===== src/rtl/mem_arbiter.sv =====
// Two-port round-robin arbiter for an asynchronous byte-wide SRAM-style memory.
// Each access walks IDLE -> SETUP -> STROBE (STROBE_CYCLES) -> HOLD, with every output registered.
module mem_arbiter #(
  parameter int unsigned STROBE_CYCLES = 1
) (
  input  logic        cpu_clk,
  input  logic        cpu_reset,
  input  logic        p0_req,
  input  logic        p1_req,
  input  logic        p0_we,
  input  logic        p1_we,
  input  logic [15:0] p0_addr,
  input  logic [15:0] p1_addr,
  input  logic [7:0]  p0_wdata,
  input  logic [7:0]  p1_wdata,
  output logic        p0_ack,
  output logic        p1_ack,
  output logic [7:0]  p0_rdata,
  output logic [7:0]  p1_rdata,
  output logic [15:0] mem_addr,
  output logic [7:0]  mem_data_o,
  input  logic [7:0]  mem_data_i,
  output logic        mem_oe_n,
  output logic        mem_we_n
);

  typedef enum logic [1:0] {IDLE, SETUP, STROBE, HOLD} state_t;

  localparam logic [3:0] CNT_LOAD = 4'(STROBE_CYCLES - 1);

  state_t      state_q, state_d;
  logic        last_grant_q, last_grant_d;
  logic        grant_q, grant_d;
  logic        we_q, we_d;
  logic [3:0]  cnt_q, cnt_d;
  logic [15:0] addr_q, addr_d;
  logic [7:0]  wdata_q, wdata_d;
  logic        oe_n_q, oe_n_d;
  logic        we_n_q, we_n_d;
  logic        ack0_q, ack0_d;
  logic        ack1_q, ack1_d;
  logic [7:0]  rdata0_q, rdata0_d;
  logic [7:0]  rdata1_q, rdata1_d;
  logic        sel;

  always_comb begin
    state_d      = state_q;
    last_grant_d = last_grant_q;
    grant_d      = grant_q;
    we_d         = we_q;
    cnt_d        = cnt_q;
    addr_d       = addr_q;
    wdata_d      = wdata_q;
    rdata0_d     = rdata0_q;
    rdata1_d     = rdata1_q;
    oe_n_d       = 1'b1;
    we_n_d       = 1'b1;
    ack0_d       = 1'b0;
    ack1_d       = 1'b0;
    sel          = 1'b0;

    case (state_q)
      IDLE: begin
        if (p0_req || p1_req) begin
          // On a tie the port that did not win last time goes first.
          sel     = (p0_req && p1_req) ? ~last_grant_q : p1_req;
          grant_d = sel;
          we_d    = sel ? p1_we : p0_we;
          addr_d  = sel ? p1_addr : p0_addr;
          wdata_d = sel ? p1_wdata : p0_wdata;
          state_d = SETUP;
        end
      end
      SETUP: begin
        cnt_d   = CNT_LOAD;
        oe_n_d  = we_q;
        we_n_d  = ~we_q;
        state_d = STROBE;
      end
      STROBE: begin
        if (cnt_q == 4'd0) begin
          ack0_d  = ~grant_q;
          ack1_d  = grant_q;
          state_d = HOLD;
          if (!we_q) begin
            if (grant_q) rdata1_d = mem_data_i;
            else         rdata0_d = mem_data_i;
          end
        end else begin
          cnt_d  = cnt_q - 4'd1;
          oe_n_d = we_q;
          we_n_d = ~we_q;
        end
      end
      HOLD: begin
        last_grant_d = grant_q;
        state_d      = IDLE;
      end
      default: state_d = IDLE;
    endcase
  end

  always_ff @(posedge cpu_clk or negedge cpu_reset) begin
    if (!cpu_reset) begin
      state_q      <= IDLE;
      last_grant_q <= 1'b1;
      grant_q      <= 1'b0;
      we_q         <= 1'b0;
      cnt_q        <= 4'd0;
      addr_q       <= 16'h0000;
      wdata_q      <= 8'h00;
      oe_n_q       <= 1'b1;
      we_n_q       <= 1'b1;
      ack0_q       <= 1'b0;
      ack1_q       <= 1'b0;
      rdata0_q     <= 8'h00;
      rdata1_q     <= 8'h00;
    end else begin
      state_q      <= state_d;
      last_grant_q <= last_grant_d;
      grant_q      <= grant_d;
      we_q         <= we_d;
      cnt_q        <= cnt_d;
      addr_q       <= addr_d;
      wdata_q      <= wdata_d;
      oe_n_q       <= oe_n_d;
      we_n_q       <= we_n_d;
      ack0_q       <= ack0_d;
      ack1_q       <= ack1_d;
      rdata0_q     <= rdata0_d;
      rdata1_q     <= rdata1_d;
    end
  end

  assign p0_ack     = ack0_q;
  assign p1_ack     = ack1_q;
  assign p0_rdata   = rdata0_q;
  assign p1_rdata   = rdata1_q;
  assign mem_addr   = addr_q;
  assign mem_data_o = wdata_q;
  assign mem_oe_n   = oe_n_q;
  assign mem_we_n   = we_n_q;

endmodule


===== config.mk =====
export PLATFORM = sky130hd
export DESIGN_NAME = mem_arbiter
export DESIGN_NICKNAME = d
export VERILOG_FILES = /design/src/rtl/mem_arbiter.sv
export SDC_FILE = /design/constraint.sdc
export NUM_CORES = 1
export LEC_CHECK = 0
export CELL_PAD_IN_SITES_DETAIL_PLACEMENT = 0
export CELL_PAD_IN_SITES_GLOBAL_PLACEMENT = 1
export CORE_MARGIN = 5
export CORE_UTILIZATION = 32
export DETAILED_ROUTE_END_ITERATION = 8
export MAX_ROUTING_LAYER = met4
export PLACE_DENSITY_LB_ADDON = 0.1
export REMOVE_ABC_BUFFERS = 1
export SETUP_SLACK_MARGIN = 0.02
export SYNTH_ARGS = -nofsm -noshare
export SYNTH_HDL_FRONTEND = slang
export SYNTH_SLANG_ARGS = --single-unit

===== constraint.sdc =====
create_clock -name cpu_clk -period 2.2 [get_ports cpu_clk]
set_input_delay 0.22 -clock cpu_clk [delete_from_list [all_inputs] [get_ports cpu_clk]]
set_output_delay 0.22 -clock cpu_clk [all_outputs]
set_load 0.01 [all_outputs]

==> Implementation_results.wiki, run 1 <==
=== Physical design figures ===
{| class="wikitable"
! Metric !! Value
|-
| Sequential fraction of the synthesis area || 0.548
|-
| Clock power frac || 0.121
|-
| Cell type group with the largest total delay on the critical path || simple AND/OR/NAND/NOR gates
|-
| Chip area line of the yosys report || between 2000 and 2500 sq um
|-
| # placed instances || roughly 400
|-
| Area taken by flip-flops and latches || 1330 sq um
|-
| Share of layout cells above drive strength 1 || 0.125
|-
| Hpwl dp || 4270 um
|-
| Relative contribution of sequential cells to total power || 0.373
|-
| Total overflow reported by the global router || 0
|-
| Buffers & Inverters on Critical Path || 1
|-
| Die ar. || about 9400 sq um
|-
| Number of library cell types mapped by synthesis || 33
|-
| Power density over the cells || around 1300 nW/um^2
|-
| Floorplan die height || around 100 um
|-
| Endpoint required time on the critical path || about 2.4 ns
|-
| Clock slew at the register clock pins of the worst setup and hold paths || about 0.10 ns
|-
| Leading area contributor after synthesis || sky130_fd_sc_hd__dfrtp_1
|-
| Violation count after the first detailed-routing iteration || 61
|-
| Register bit total from synthesis || roughly 53
|-
| Relative slew slack || 0.675
|-
| Met1 wire length || around 2500 um
|-
| # fillers || between 600 and 700
|-
| Share of final layout cell area taken by non-clock buffers || 0.299
|-
| Power drawn by the combinational cells || roughly 2400 uW
|-
| Capture instance of the worst register-to-register path || p0_rdata[2]$_DFFE_PN0P_
|-
| Ant. Diodes || 0
|-
| Number of remaining DRC errors || 0
|-
| Area used by multi-input combinational logic || just over 1000 sq um
|-
| Slowest library cell on the worst path || sky130_fd_sc_hd__or3_1
|-
| Total Negative Setup Slacks || 0 ns
|-
| Switching power || around 1600 uW
|-
| F_max || 521 MHz
|-
| Number of antenna violations at the first check in global routing || 0
|-
| Syn Std Cell Area || 2430 sq um
|-
| Worst Path Arrival || 2.12 ns
|-
| Highest routing layer actually used || met4
|-
| Largest driver fanout on the critical path || 8
|-
| Startpoint type of the worst setup path || flop
|-
| Sequential power || between 1500 and 2000 uW
|-
| TritonCTS buffer count || 5
|-
| Repair and plain buffers || between 100 and 150
|-
| Result of the run || finished clean
|}
run 1: cells in the final DEF (no fill, tap or decap), types with 2 or more instances in the layout:
cell,Yosys,final
sky130_fd_sc_hd__clkdlybuf4s50_1,0,104
sky130_fd_sc_hd__dfrtp_1,50,50
sky130_fd_sc_hd__nand2_1,29,29
sky130_fd_sc_hd__o21ai_0,29,29
sky130_fd_sc_hd__mux2i_1,26,26
sky130_fd_sc_hd__mux2_2,9,9
sky130_fd_sc_hd__mux2_4,8,8
sky130_fd_sc_hd__inv_1,7,7
sky130_fd_sc_hd__ha_1,7,7
sky130_fd_sc_hd__clkbuf_8,0,5
sky130_fd_sc_hd__buf_4,3,4
sky130_fd_sc_hd__or3_1,3,3
sky130_fd_sc_hd__dfstp_2,3,3
sky130_fd_sc_hd__nor3b_1,2,2
sky130_fd_sc_hd__o41ai_1,2,2
sky130_fd_sc_hd__inv_6,0,2
run 1: cells by family after synthesis:
kind of cell               share of synthesized area
DFF                                            0.548
muxes                                          0.198
and+or+nand+nor                               0.0856
AOI/OAI and AO/OA                             0.0974
buffers and inverters                         0.0345
adders and majority gates                     0.0361
run 1: synthesized netlist by cell type (2+ instances only):
master,number
sky130_fd_sc_hd__buf_4,3
sky130_fd_sc_hd__clkbuf_1,5
sky130_fd_sc_hd__dfrtp_1,50
sky130_fd_sc_hd__dfstp_2,3
sky130_fd_sc_hd__ha_1,7
sky130_fd_sc_hd__inv_1,7
sky130_fd_sc_hd__mux2_2,9
sky130_fd_sc_hd__mux2_4,8
sky130_fd_sc_hd__mux2i_1,26
sky130_fd_sc_hd__nand2_1,29
sky130_fd_sc_hd__nor3b_1,2
sky130_fd_sc_hd__o21ai_0,29
sky130_fd_sc_hd__o41ai_1,2
sky130_fd_sc_hd__or3_1,3
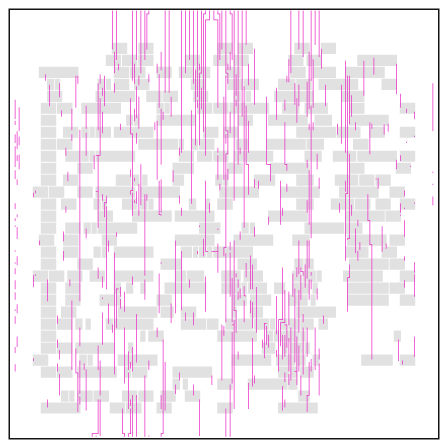
Fig. 1. The metal 2 layer (run 1).
Cells faint in the background.
nets with wire on the layer: 293
share of all routed wire: 46%
longest straight run: 43.0 um

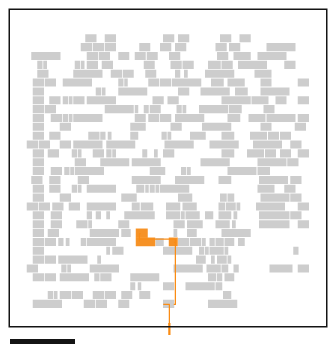
Fig. 2. Port wiring (run 1).
Bar = 20 um.
legend:
  orange:
    port: p1_req
    direction: input
    edge: bottom
    end_cells: 3
    wire: 42.5 um
port buffer count: 105
Top Ports: 106

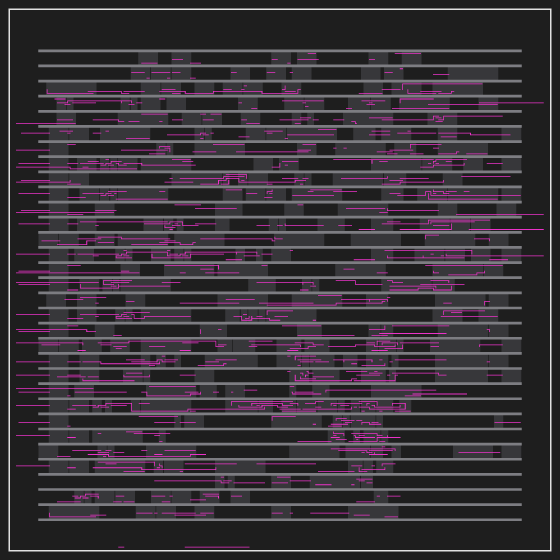
Fig. 3. The metal 1 layer (run 1).
Supply wires on this layer in grey. Cells faint in the background.
longest straight run: 22.1 um
share of all routed wire: 45%

==> run 2, diff against run 1 <==
--- a/config.mk
+++ b/config.mk
@@ -10,10 +10,10 @@
 export CORE_MARGIN = 5
 export CORE_UTILIZATION = 32
 export DETAILED_ROUTE_END_ITERATION = 8
-export MAX_ROUTING_LAYER = met4
+export GPL_ROUTABILITY_DRIVEN = 0
 export PLACE_DENSITY_LB_ADDON = 0.1
 export REMOVE_ABC_BUFFERS = 1
-export SETUP_SLACK_MARGIN = 0.02
+export SETUP_SLACK_MARGIN = 0.15
 export SYNTH_ARGS = -nofsm -noshare
 export SYNTH_HDL_FRONTEND = slang
 export SYNTH_SLANG_ARGS = --single-unit
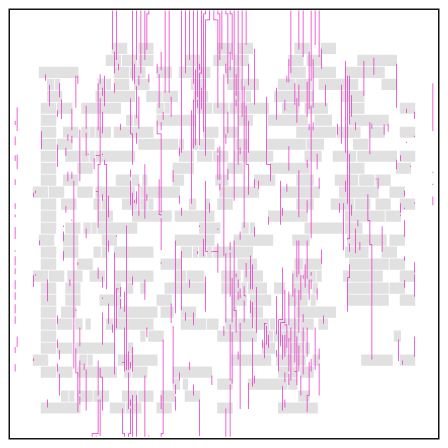
Fig. 4. The metal 2 layer (run 2).
Cells faint in the background.
share of all routed wire: 46%
nets with wire on the layer: 293

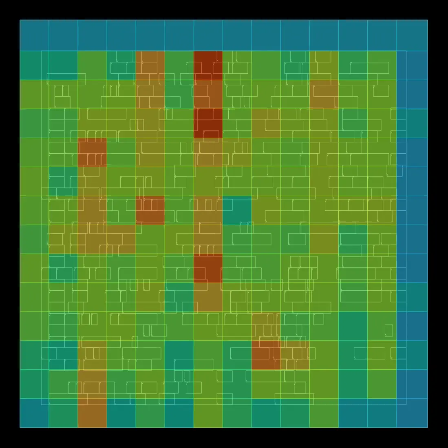
Fig. 5. Track usage over the die (run 2).
average routed wire per standard cell: 13.3 um
grt peak-use layer: met2
global-route total usage across every layer: 0.121

==> run 2 against run 1 <==
  * Hold slack worse by 0.00075 ns
  * Setup slack gained 0.098 ns
  * Non-clock buffer count unchanged
  * Combinational power about the same
  * Register-to-register slack better by 0.098 ns
  * Largest power group unchanged
  * Critical path type unchanged
  * Sequential share of layout area hardly changed
  * Highest routed layer unchanged
  * Design area is 0.14% higher
==> Implementation_results.wiki, run 2 <==
=== Physical design figures ===
{| class="wikitable"
! Metric !! Value
|-
| Result of the run || finished clean
|-
| Leak || 0.00168 uW
|-
| Sequential fraction of the synthesis area || 0.548
|-
| Number of remaining DRC errors || 0
|-
| Max-Cap Viols || 0
|-
| Highest routing layer actually used || met4
|-
| Worst Path Arrival || between 2 and 2.5 ns
|-
| Commonest cells after routing, fill and taps aside || 104 x sky130_fd_sc_hd__clkdlybuf4s50_1, 50 x sky130_fd_sc_hd__dfrtp_1, 29 x sky130_fd_sc_hd__nand2_1, 29 x sky130_fd_sc_hd__o21ai_0, 26 x sky130_fd_sc_hd__mux2i_1
|-
| Number of library cell types mapped by synthesis || 33
|-
| Repair and plain buffers || approximately 110
|-
| Share of layout cells above drive strength 1 || 0.129
|-
| Chip area line of the yosys report || around 2400 sq um
|-
| TritonCTS buffer count || 5
|-
| Met2 usage || 0.193
|-
| Power drawn by the combinational cells || approximately 2400 uW
|-
| Most frequent logic cell in the layout || sky130_fd_sc_hd__clkdlybuf4s50_1
|-
| Ant. Diodes || 0
|-
| Top Ports || between 100 and 150
|-
| Clock power frac || 0.121
|-
| Total Negative Setup Slacks || 0 ns
|-
| Floorplan die height || between 90 and 100 um
|-
| Area used by multi-input combinational logic || roughly 1000 sq um
|-
| Violation count after the first detailed-routing iteration || around 46
|-
| Leading area contributor after synthesis || sky130_fd_sc_hd__dfrtp_1
|-
| Slowest library cell on the worst path || sky130_fd_sc_hd__dfrtp_1
|-
| Clock slew at the register clock pins of the worst setup and hold paths || about 0.10 ns
|-
| Syn Std Cell Area || between 2000 and 2500 sq um
|-
| # fillers || 675
|-
| Register-to-Register Path Depth || 6
|-
| Power density over the cells || 1260 nW/um^2
|-
| Share of final layout cell area taken by non-clock buffers || 0.298
|-
| Sequential power || roughly 1700 uW
|-
| Relative slew slack || 0.718
|-
| Switching power || 1610 uW
|-
| Buffers & Inverters on Critical Path || 2
|-
| Met1 wire length || between 2000 and 2500 um
|-
| Area taken by flip-flops and latches || between 1000 and 1500 sq um
|-
| Number of antenna violations at the first check in global routing || 0
|-
| Register bit total from synthesis || 53
|-
| Setup repair after global routing missed its margin || no
|-
| Endpoint required time on the critical path || 2.40 ns
|-
| Port buffer count || roughly 110
|-
| Startpoint type of the worst setup path || flop
|-
| Die ar. || around 9400 sq um
|-
| Cell type group with the largest total delay on the critical path || simple AND/OR/NAND/NOR gates
|}
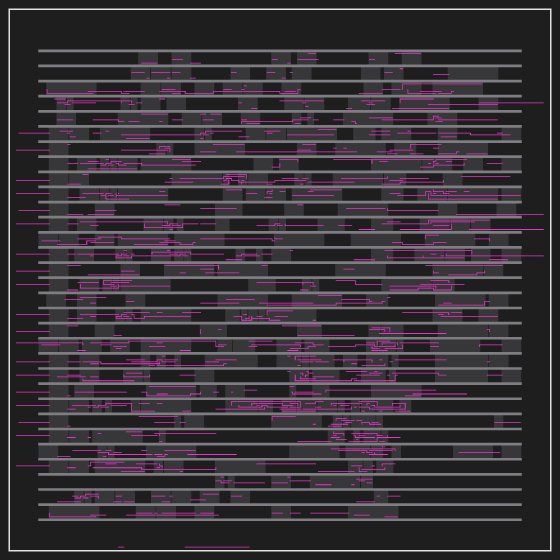
Fig. 6. The metal 1 layer (run 2).
Supply wires on this layer in grey. Cells faint in the background.
nets with wire on the layer: 325
longest straight run: 21.6 um
wire length on this layer: 2390 um
share of all routed wire: 44%
via count: 1794
final WL: 5460 um
met1 capacity usage during global routing: 0.150

[run 2: netlist changes by cell type in the layout (fill, tap and decap cells not counted)]
cell and delta:
sky130_fd_sc_hd__or3_1 -1, sky130_fd_sc_hd__or3_4 +1
[run 2: what timing repair did]
action	in CTS	in global routing
hold buffers	1	0
resized	0	1
endpoints found under the hold margin	50	0
endpoints found under the setup margin	0	6
[run 2: logic make-up after synthesis]
logic type,share of synthesized area
buffers and inverters,0.0345
adder cells (fa/ha/maj),0.0361
multiplexers,0.198
flip-flops,0.548
AND/OR/NAND/NOR,0.0856
AND-OR/OR-AND,0.0974
[run 2: metrics by stage]
stage | cells | power [uW] | hold slack (ns) | utilization
after floorplan | 192 | 2940 | -0.0756 | -
after global placement | 401 | 4180 | 0.240 | 0.491
after detailed placement | 401 | 4190 | 0.239 | 0.491
after CTS | 410 | 4790 | 0.435 | 0.505
after global routing | 410 | 5080 | 0.460 | 0.506
final | 410 | 4690 | 0.425 | 0.506
[run 2: path summary, 6_finish.rpt]
kind / from / end / slack, ns
min in group cpu_clk: mem_data_o[6]$_DFFE_PN0P_ / mem_data_o[6]$_DFFE_PN0P_ / 0.49
max: state_q[0]$_DFFE_PN0P_ / p1_rdata[6]$_DFFE_PN0P_ / 0.38
min: cpu_reset / p0_rdata[6]$_DFFE_PN0P_ / 0.43
max reg2reg: state_q[0]$_DFFE_PN0P_ / p1_rdata[6]$_DFFE_PN0P_ / 0.38
min reg2reg: mem_data_o[6]$_DFFE_PN0P_ / mem_data_o[6]$_DFFE_PN0P_ / 0.49
max in group asynchronous: cpu_reset / last_grant_q$_DFFE_PN1N_ / 1.46
Power is estimated from default activity; no workload was simulated.
